==> config.mk <==
export PLATFORM = sky130hd
export DESIGN_NAME = sensor_query_scheduler
export DESIGN_NICKNAME = d
export VERILOG_FILES = /design/src/rtl/sensor_sched_pkg.sv /design/src/rtl/tick_prescaler.sv /design/src/rtl/sensor_query_scheduler.sv
export SDC_FILE = /design/constraint.sdc
export NUM_CORES = 1
export LEC_CHECK = 0
export ABC_AREA = 1
export ABC_CLOCK_PERIOD_IN_PS = 3470
export CAP_MARGIN = 15
export CORE_MARGIN = 8
export CORE_UTILIZATION = 45
export CTS_CLUSTER_DIAMETER = 120
export DETAILED_ROUTE_END_ITERATION = 16
export PLACE_DENSITY = 0.62
export SYNTH_ARGS = -nofsm -noshare
export SYNTH_HDL_FRONTEND = slang
export SYNTH_SLANG_ARGS = --single-unit
==> constraint.sdc <==
create_clock -name clk -period 3.47 [get_ports clk]
set_clock_uncertainty 0.15 [all_clocks]
set_input_delay 0.5205 -clock clk [delete_from_list [all_inputs] [get_ports clk]]
set_output_delay 0.5205 -clock clk [all_outputs]
set_load 0.01 [all_outputs]
met2.png
Scale: 2 px per um.
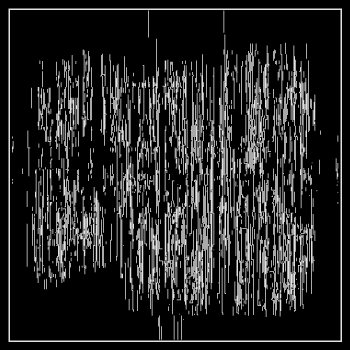
main direction = vertical
longest straight run = 61.9 um
GR Util met2: 0.3276
Detailed Route WL: 25500 um
vias post-DR: 8409

final_congestion.png
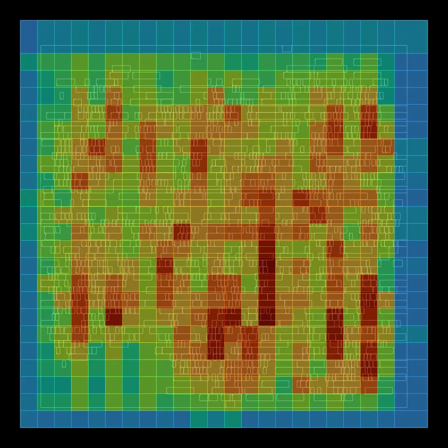
met1 Usage GRT: 0.2442
GR peak layer: met2

drive_strength.png
Scale: 3 px per um.
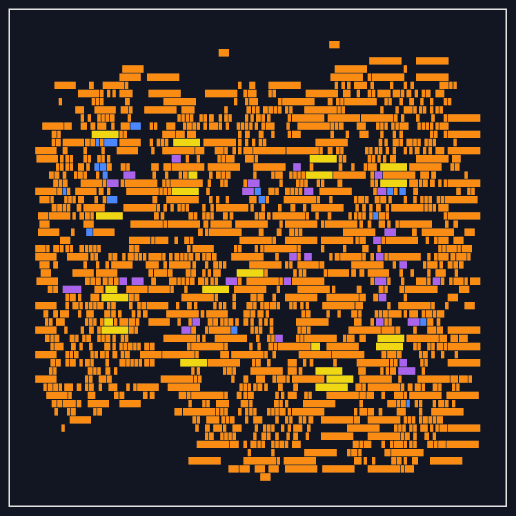
orange -> drive 1 or less  # cells 1253, share 95%
purple -> drive 3 to 4  # cells 30, share 2.3%
yellow -> drive 6 and up  # cells 22, share 1.7%
blue -> drive 2  # cells 17, share 1.3%
Non-clk bufs: 44
worst setup margin: 0.8612 ns
Area Overhead vs Synth: 11.70%
final instance area: 11190 um2

registers.png
Scale: 2 px per um. Other sequential cells in the stronger grey, the rest of the logic in the fainter grey.
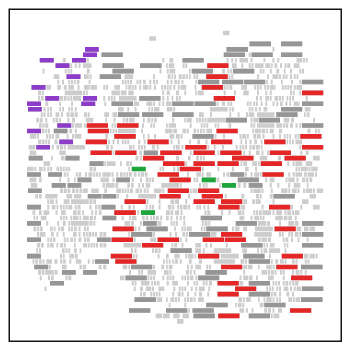
red -> `r_period`  # flops 64
green -> `r_pending`  # flops 4, where middle
purple -> `u_prescaler.r_cnt`  # flops 16, where top left
not coloured = 93
sequential cell area share: 0.4312
Seq group: 2470 uW
Flop area: 4825 um2

zoom.png
Region (70, 70) to (95, 95) um. Cells in grey, sequential cells in the stronger grey; small squares are vias.
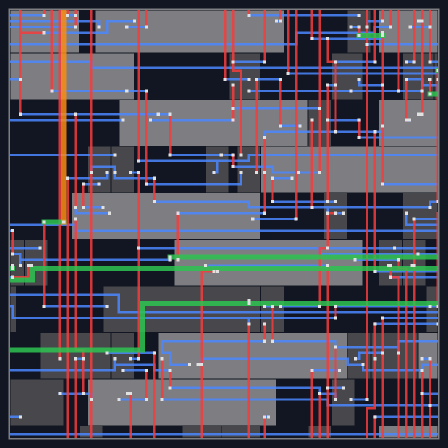
green -> met3
orange -> met4
red -> met2
blue -> met1
most frequent = nor2_1 (10), edfxtp_1 (8), inv_1 (5)
cells with their middle in the window = 32
sequential cells in the window = 9

==> results.json <==
{
  "avgRoutedWirePerCell_um": 15.91,
  "row_count": 54,
  "whs_path_depth": 1,
  "yosys_warnings": 0,
  "r2r_slack_ns": 0.86,
  "hold_viol_final": 0,
  "clkSinkCount": 177,
  "ant_nets": 0,
  "crit_type": "register to register",
  "floorplan.nets": 1308,
  "wl_met3_um": 1310,
  "cts_resized": 0,
  "clkTransAtPathRegs_ns": 0.08,
  "hold_path_class": "register to register",
  "final_cell_mix": "286 x nand2_1, 251 x nor2_1, 164 x inv_1",
  "grt_pass1_vias": 8244,
  "utilization": 0.5127,
  "area_leaders": "edfxtp_1 38%, nand2_1 11%, dfxtp_1 9.8%",
  "grt_max_degree": 22,
  "power_density_nw_per_um2": 419.3,
  "final_nets": 1346,
  "worstPathRequired_ns": 3.63,
  "compound_area_frac": 0.05159,
  "worstSetupStartpointType": "register",
  "logic_area_um2": 4414,
  "ff_type": "edfxtp_1",
  "syn_area_um2": 10020,
  "min_period_ns": 2.609,
  "topCombFamilyByArea": "simple AND/OR/NAND/NOR gates",
  "yosysCellCount": 1271,
  "h-tree-depth": 4,
  "ys_types": 37,
  "adder_share": 0.01749,
  "ys_sh_simple": 0.3209,
  "pin_count": 32,
  "slew_viol_final": 0,
  "path_max_fanout": 17,
  "end_kind": "register",
  "worst_skew_pair.late_latency_ns": 0.44,
  "warning_count": 33,
  "layout-drive-gt1-share": 0.05219,
  "status": "completed",
  "dr.max_layer_used": "met4",
  "die_area_um2": 27290,
  "fill_cells": 2108,
  "synth.avg_cell_area_um2": 7.881,
  "cts_made_buffers": 17,
  "num_antenna_cells": 0,
  "place_congestion": 0.9179,
  "ys_sh_mux": 0,
  "async_flop_share": 0,
  "ys_seq_share": 0.4816,
  "max-slew-margin-rel": 0.5386,
  "synth-seq-cells": 177,
  "placed_cell_area_um2": 10630,
  "core_um2": 21820,
  "postSynthCellCount": 1271,
  "antenna_found_initial": 0,
  "via_per_inst": 5.249,
  "grt_pass1_wl_um": 41590,
  "cts_buffer_depth": 2,
  "layout_top_cell": "nand2_1",
  "track_usage": 0.1951,
  "fp.dieH_um": 165.2,
  "fin_crit_sh": 0.7518,
  "postCtsSetupRepairBufs": 0,
  "edf_count": 128,
  "maxCapViolCount": 0,
  "yosysChipArea_um2": 10020,
  "overflow": 0,
  "ys_sh_xor": 0.05071,
  "wl_met1_um": 11250,
  "hold_buffers": 0,
  "port_buffers": 31,
  "cts-root-buf": "clkbuf_16",
  "fmax_ghz": 0.3833,
  "routed-wl-met2_um": 12180,
  "drtIter0Drc": 637,
  "r2r_cells": 9,
  "top_area_cell": "edfxtp_1",
  "power_leakage_uw": 0.004513,
  "fp_util": 0.4590,
  "post-dp-hpwl_um": 18670,
  "drc_errors": 0,
  "drtPass1Iterations": 5,
  "worstPathArrival_ns": 2.77,
  "synth_top_area_share": 0.3837,
  "fp.dieW_um": 165.2,
  "vdd_drop_max_mv": 0.3557,
  "cts_tree": "done",
  "fin_setup_tns_ns": 0,
  "worst_slew_pin_slew_ns": 0.6914,
  "rsz0062_at_grt": "false",
  "power_uw": 4692,
  "setup_viol": 0
}
## synthesized netlist by cell type, drive strengths merged, types with 14 or more instances
library cell,count
nor2,265
nand4,51
dfxtp,49
nand2,289
xnor2,20
inv,167
o21ai,33
nor3,23
buf,16
nand3,69
xor2,38
edfxtp,128
nand3b,22
ha,14
a21oi,63
## metrics by stage
stage	hold slack, ns	std cells	setup WS [ns]
after detailed placement	0.2892	1570	0.6430
after floorplan	0.2676	1271	0.7365
after global routing	0.3173	1602	0.6809
final	0.2991	1602	0.8612
after global placement	0.2840	1570	0.6671
after CTS	0.3053	1602	0.9050
## report_power, final
group	internal, uW	switching [uW]
combinational	115	233
sequential	2390	85.5
clock	999	874
## area by class of cell
type	instances	area share
Sequential cell	177	0.4312
Multi-Input combinational cell	901	0.3945
Inverter	168	0.05636
Clock buffer	18	0.03835
Timing Repair Buffer	44	0.03645
Tap cell	280	0.03131
Clock inverter	14	0.01185
## worst max-delay path, cell delays in order (launching register included)
cell and delay [ns]:
dfxtp_1 0.35, ha_1 0.21, nand3_2 0.11, nor2_4 0.14, nand4_2 0.32, nor2_4 0.49
nand2_2 0.11, nor2_4 0.34, o21ai_0 0.15, nand3_1 0.09
## layer usage
| layer | up-vias | GRT usage |
|---|---|---|
| met1 | 3895 | 0.2442 |
| met4 | 0 | 0.08272 |
| li1 | 4218 | - |
| met2 | 247 | 0.3276 |
| met5 | - | 0 |
| met3 | 49 | 0.03272 |
## logic make-up (layout without fill, tap and decap cells)
group,Yosys count,after routing
compound gates,101,101
xor+xnor,58,58
buf+inv,193,244
simple gates,728,728
fa+ha+maj,14,14
flops,177,177
Power is estimated from default activity; no workload was simulated.
